Design conv_frame_ctrl, sky130hd; sources not shown.
**Run 1: routing congestion**

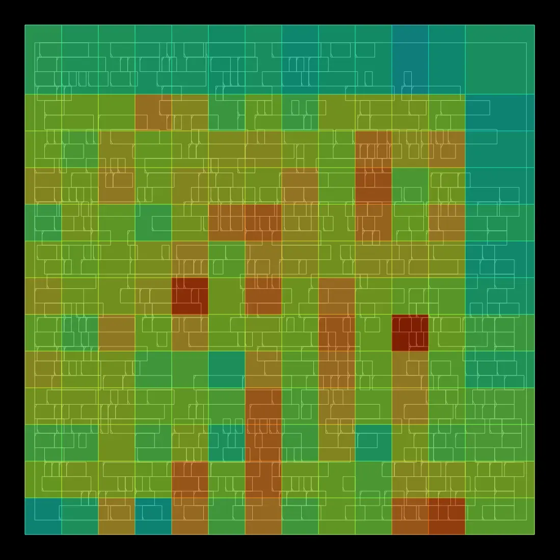
final core utilization: 0.5990
busiest grt layer: met2

**Run 1: routed clock nets over the placement**

The bar under the picture is 20 um long.
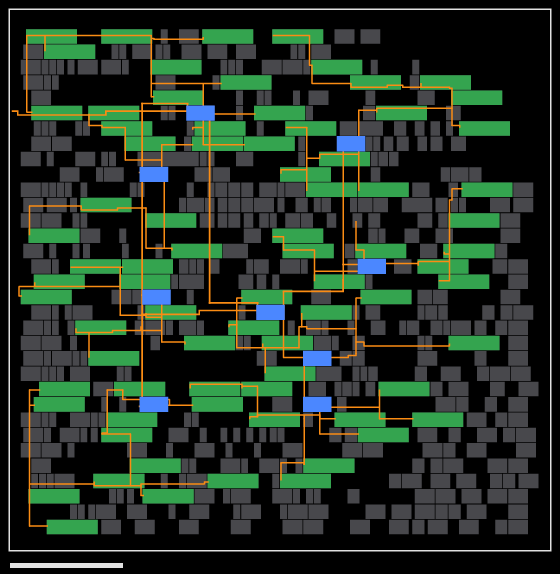
[flip-flops] green | count: 77
[cells driving clock nets] blue | count: 9
[clock wires] orange | length: 965 um
flops lie	spread over the die
routed clock nets	10
portion of total power attributed to the clock network: 0.185
final setup skew: 0.009073 ns
power dissipated in the clock network: 414 uW

**Run 1: selected gate families**

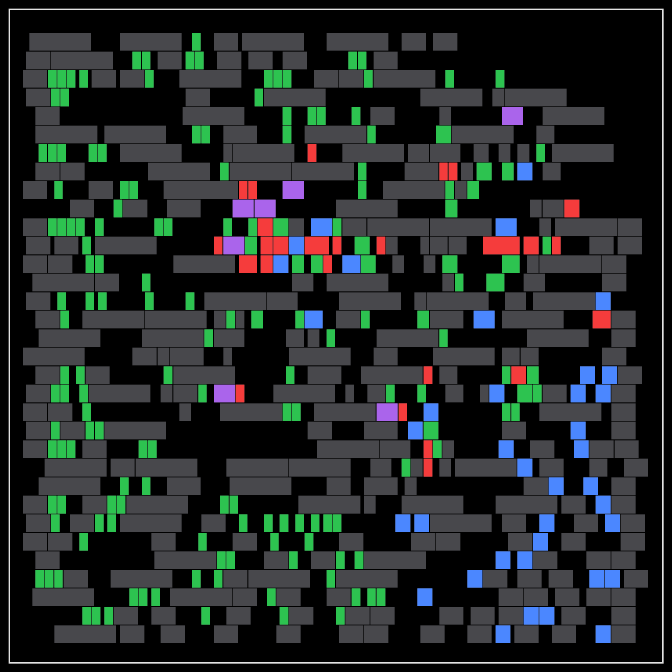
family	colour	cells	most used
NAND gates	green	163	nand2_1
XOR/XNOR gates	purple	7	xnor2_1
AND and OR gates	blue	38	and2_1
NOR gates	red	26	nor2_1
most frequent logic cell in the layout: nand2_1
number of cells in the finished layout apart from fillers: 611

==> flow_metrics.py, run 1 <==
# Synthesis and PnR figures
metrics = {
    "yosys": {
        "synthMuxAreaShare": 0.01452,
        "yosys.area_share.xor_xnor": 0.01779,
        "largest_area_cell": "dfrtp_1",
        "post_synth_edffs": 0,
        "ys_types": 39,
        "cell_total_in_the_yosys_stat_output": 380,
        "ffs_w_async_s_r_synth": 1.000,
        "synthSimpleGateAreaFrac": 0.2988,
        "synth_flops": 77,
        "synthAdderAreaFrac": 0.01452,
    },
    "cells_and_area": {
        "layout-area-overhead-vs-synth_pct": 44.26,
        "number_of_flip_flops_under_the_largest_register_name": 33,
        "mostFrequentLayoutCells": "nand2_1, clkdlybuf4s50_1, dfrtp_1",
        "final_nets": 559,
        "num_antenna_cells": 0,
        "layout-drive-gt1-share": 0.03953,
    },
    "power": {
        "switching_share": 0.3506,
        "vdd_ir_drop_max_v": 0.0001978,
        "power_switching_uw": 783.2,
    },
    "global_routing": {
        "pin_count_of_the_biggest_net_entering_global_routing": 78,
        "grt.overflow.total": 0,
    },
    "detailed_routing": {
        "detail-route-antenna-nets": 0,
        "firstDrtPassIters": 4,
        "drt-initial-drc-count": 112,
        "wl_per_cell_um": 13.25,
        "routed_wl_mm": 8.097,
        "routed_via_density": 4.917,
    },
    "place": {
        "place_worst_setup_slack_ns": 1.565,
        "hpwlAfterDp_mm": 5.443,
        "place_congestion": 0.8216,
    },
    "die": {
        "core_area_um2": 8299,
        "die-area_um2": 9181,
    },
    "final_timing": {
        "sum_of_negative_setup_slack_ns": 0,
        "number_of_endpoints_with_negative_hold_slack_in_the_final_report": 0,
        "max-slew-margin-rel": 0.3699,
        "maximum_clock_rate_mhz": 262.5,
        "number_of_pins_with_negative_max_slew_slack_in_the_final_report": 0,
        "period_minus_slack_ns": 3.809,
        "setup_viol": 0,
    },
    "setup_path": {
        "critical_path_maximum_fanout": 1,
        "worst_setup_path_start_kind": "input port",
    },
    "clocking": {
        "cts-root-buf": "clkbuf_8",
    },
    "outcome": {
        "status": "finished clean",
    },
}
## run 1: cell families after synthesis
group	after synthesis
XOR/XNOR	7
adder cells (fa/ha/maj)	4
AND-OR/OR-AND	37
AND/OR/NAND/NOR	227
flip-flops	77
buffers and inverters	23
multiplexers	5
## run 1: final cells by class
class                      count  area (um2)  share of cell area
multi-input combinational    280        1428              0.2872
inverter                       5       18.77            0.003775
timing repair buffer         129        1286              0.2587
tap                          105       131.4             0.02643
clock buffer                  10       127.6             0.02567
sequential                    77        1927              0.3876
clock inverter                 5       52.55             0.01057
## run 1: power groups by stage
stage	registers, mW	logic (mW)	clock network, mW
final	0.928	0.892	0.414
after global routing	0.962	0.994	0.451
after CTS	0.928	0.906	0.426
after detailed placement	0.935	0.903	0
after global placement	0.926	0.885	0
after floorplan	0.915	0.446	0
## run 1: per-stage QoR
stage	area (um2)	util	instances	power, mW
2_1_floorplan	3446	-	380	1.360
3_3_place_gp	4791	0.5773	596	1.811
3_5_place_dp	4791	0.5773	596	1.839
4_1_cts	4971	0.5990	611	2.260
5_1_grt	4971	0.5990	611	2.408
6_report	4971	0.5990	611	2.234
## run 1: layer usage
layer / wire, um / track usage / part of all wire
met1: 3655 / 0.2452 / 0.45
met2: 3846 / 0.3081 / 0.47
met3: 507 / 0.04739 / 0.063
met4: 87 / 0.07598 / 0.011
met5: 0 / 0 / 0
## run 1: worst max-delay path, cell delays in order
cell             delay (ns)
clkdlybuf4s50_1        0.45
and2_1                 0.13
clkdlybuf4s50_1        0.54
**Run 1: register map, names as in the netlist**

The bar under the picture is 20 um long. Other sequential cells in the stronger grey, the rest of the logic in the fainter grey.
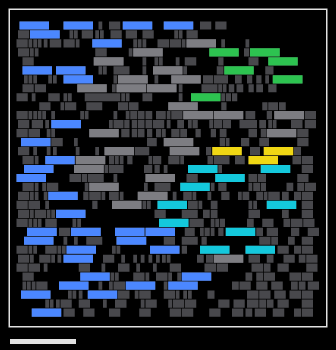

==> run 1 -> run 2 <==
- clock period: 5.38 -> 3.8 ns (I/O delays scaled with it)
**Run 2: register map, names as in the netlist**

The bar under the picture is 20 um long. Other sequential cells in the stronger grey, the rest of the logic in the fainter grey.
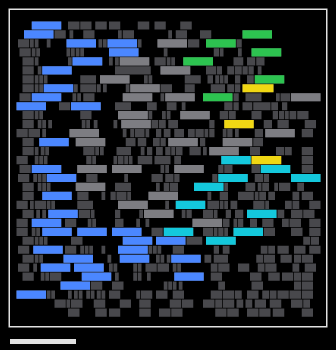
name in the netlist	colour	flops
r_to_cnt	green	6
r_state	yellow	3
r_pix_cnt	cyan	10
res_data	blue	33
Register Area: 1928 um2
sequential share of cell area: 0.3853

**Run 2: routing congestion**

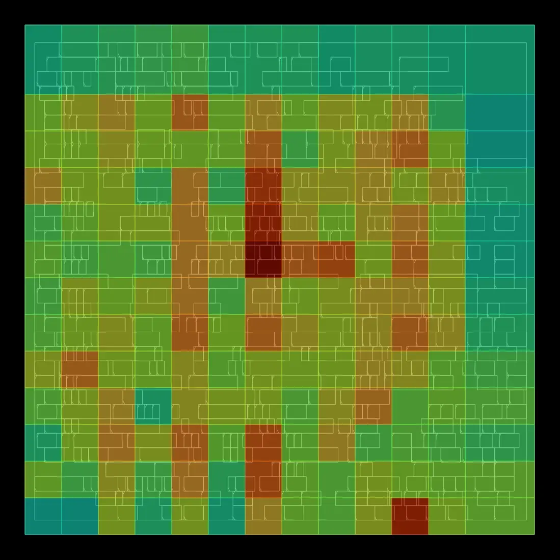
GRT Overall Usage: 0.1890
final core utilization: 0.6029
met2 track demand over resource: 0.3022
GR Util met1: 0.2356

**Run 2: selected gate families**

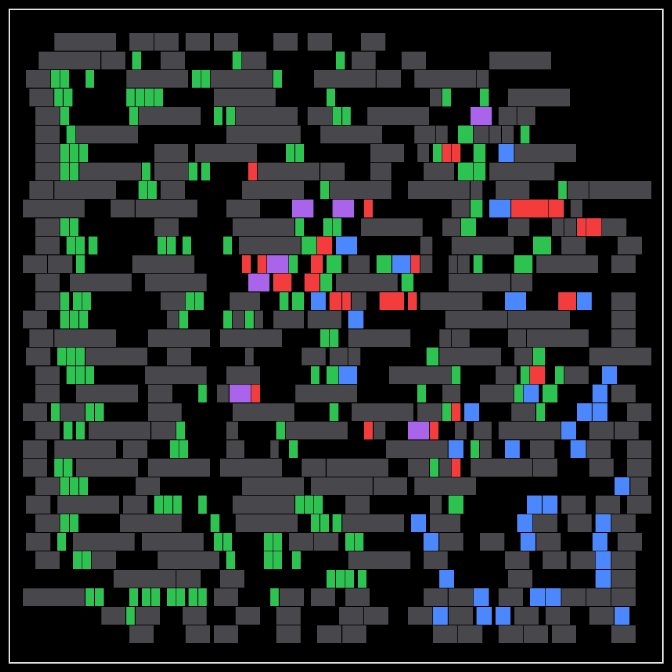
family	colour	cells	most used
XOR/XNOR gates	purple	7	xnor2_1
NOR gates	red	26	nor2_1
AND and OR gates	blue	38	and2_1
NAND gates	green	163	nand2_1
share of cell area taken by multi-input logic gates: 0.2853
number of cells in the finished layout apart from fillers: 613

==> flow_metrics.py, run 2 <==
# Synthesis and PnR figures
metrics = {
    "global_routing": {
        "pin_count_of_the_biggest_net_entering_global_routing": 78,
        "grt.overflow.total": 0,
        "antenna_found_initial": 0,
        "busiest_grt_layer": "met2",
        "use_met3": 0.07188,
    },
    "detailed_routing": {
        "firstDrtPassIters": 4,
        "wl_per_cell_um": 13.22,
        "detail-route-antenna-nets": 0,
        "detail_route.drc_violations": 0,
        "routed_wl_mm": 8.105,
        "routed_via_density": 4.951,
        "drt-initial-drc-count": 181,
    },
    "setup_path": {
        "cp_slowest_stage_delay_ns": 0.57,
        "worst_setup_path_start_kind": "flop",
        "critical_path.slowest_cell": "or3b_2",
        "critical_path_maximum_fanout": 19,
        "worstPathCellList": "or3b_2 -> clkinvlp_4 -> and2_1 -> clkdlybuf4s50_1",
    },
    "die": {
        "num_rows": 33,
        "die_width_um": 95.82,
        "core_area_um2": 8299,
        "die-area_um2": 9181,
    },
    "final_timing": {
        "fin_crit_sh": 0.8647,
        "sum_of_negative_setup_slack_ns": 0,
        "number_of_endpoints_with_negative_hold_slack_in_the_final_report": 0,
        "finalClockSkew_ns": 0.01050,
        "period_minus_slack_ns": 3.286,
        "worst_pin_slew_ns": 0.9436,
        "number_of_pins_with_negative_max_slew_slack_in_the_final_report": 0,
        "max-slew-margin-rel": 0.3709,
        "maximum_clock_rate_mhz": 304.3,
        "setup_viol": 0,
    },
    "yosys": {
        "synthSimpleGateAreaFrac": 0.2988,
        "synth_flops": 77,
        "synthMuxAreaShare": 0.01452,
        "synthAdderAreaFrac": 0.01452,
        "post_synth_edffs": 0,
        "synth.comb.largest_family": "simple AND/OR/NAND/NOR gates",
        "yosys.area_share.xor_xnor": 0.01779,
        "compound_area_frac": 0.06681,
        "ffs_w_async_s_r_synth": 1.000,
        "cell_total_in_the_yosys_stat_output": 380,
        "largest_area_cell": "dfrtp_1",
        "ys_types": 39,
        "syn-cell-area_um2": 3446,
    },
    "power": {
        "power_per_cell_area_nw_per_um2": 639.4,
        "vdd_ir_drop_max_v": 0.0002993,
        "p_leak_nw": 2.310,
    },
    "cells_and_area": {
        "layout.cells.most_common": "nand2_1",
        "final_nets": 560,
        "num_antenna_cells": 0,
        "layout-area-overhead-vs-synth_pct": 45.21,
        "layout-drive-gt1-share": 0.04921,
        "mostFrequentLayoutCells": "nand2_1, clkdlybuf4s50_1, dfrtp_1",
        "post-route-cell-area_um2": 5004,
        "number_of_flip_flops_under_the_largest_register_name": 33,
    },
    "worst_hold_path": {
        "hold_path.class": "reg -> reg",
    },
    "clocking": {
        "cts-root-buf": "clkbuf_8",
        "clock_insertion_delay_worst_skew_ns": 0.35,
        "tritoncts_num_sinks": 77,
        "cts.reportedPaths.clkPinSlew_ns": 0.08,
    },
    "place": {
        "hpwlAfterDp_mm": 5.634,
        "port-buffer-count": 128,
        "placedInstanceArea_um2": 4798,
        "place_congestion": 0.8295,
    },
    "job": {
        "maxCapViolCount": 0,
    },
    "outcome": {
        "status": "finished clean",
    },
}
## run 2: logic make-up after synthesis
| kind of cell | Yosys count |
|---|---|
| buf+inv | 23 |
| mux | 5 |
| flops | 77 |
| simple gates | 227 |
| fa+ha+maj | 4 |
| compound gates | 37 |
| xor+xnor | 7 |
## run 2: routing by layer
metal | share of wire | vias up
li1 | - | 1494
met1 | 0.44 | 1429
met2 | 0.47 | 104
met3 | 0.082 | 8
met4 | 0.010 | 0
met5 | 0 | -
## run 2: critical path, delay by kind of cell (launching register included)
family        cells  cell delay (ns)
buf+inv           2             0.77
simple gates      2             0.73
flops             1             0.49
## run 2: area by class of cell
type                    count  area [um2]  area share
well taps                 105       131.4     0.02626
flip-flops and latches     77        1928      0.3853
clock inverters             6       62.56     0.01250
inverters                   5       22.52    0.004501
multi-input cells         280        1428      0.2853
clock buffers              10       137.6     0.02751
repair buffers            130        1294      0.2586
## run 2: power by group
part | internal [mW] | switching [mW] | leakage, nW | total [mW]
Clock | 0.320 | 0.296 | 0.106 | 0.616
Sequential | 1.06 | 0.250 | 0.947 | 1.31
Combinational | 0.697 | 0.571 | 1.26 | 1.27
Total | 2.08 | 1.12 | 2.31 | 3.20
## run 2: per-stage QoR
stage	cells	setup WS, ns	power, mW	hold WS, ns
floorplan	380	1.303	1.926	0.4455
global placement	597	0.7571	2.570	0.4590
detailed placement	597	0.6795	2.605	0.4620
CTS	613	0.4571	3.234	0.4833
global route	613	0.4107	3.451	0.4982
finish	613	0.5142	3.199	0.4778
## run 2: what timing repair did
action / in CTS / in global routing
gates resized: 0 / 2
endpoints found under the hold margin: 0 / 0
setup endpoints to repair: 0 / 10
Power is estimated from default activity; no workload was simulated.
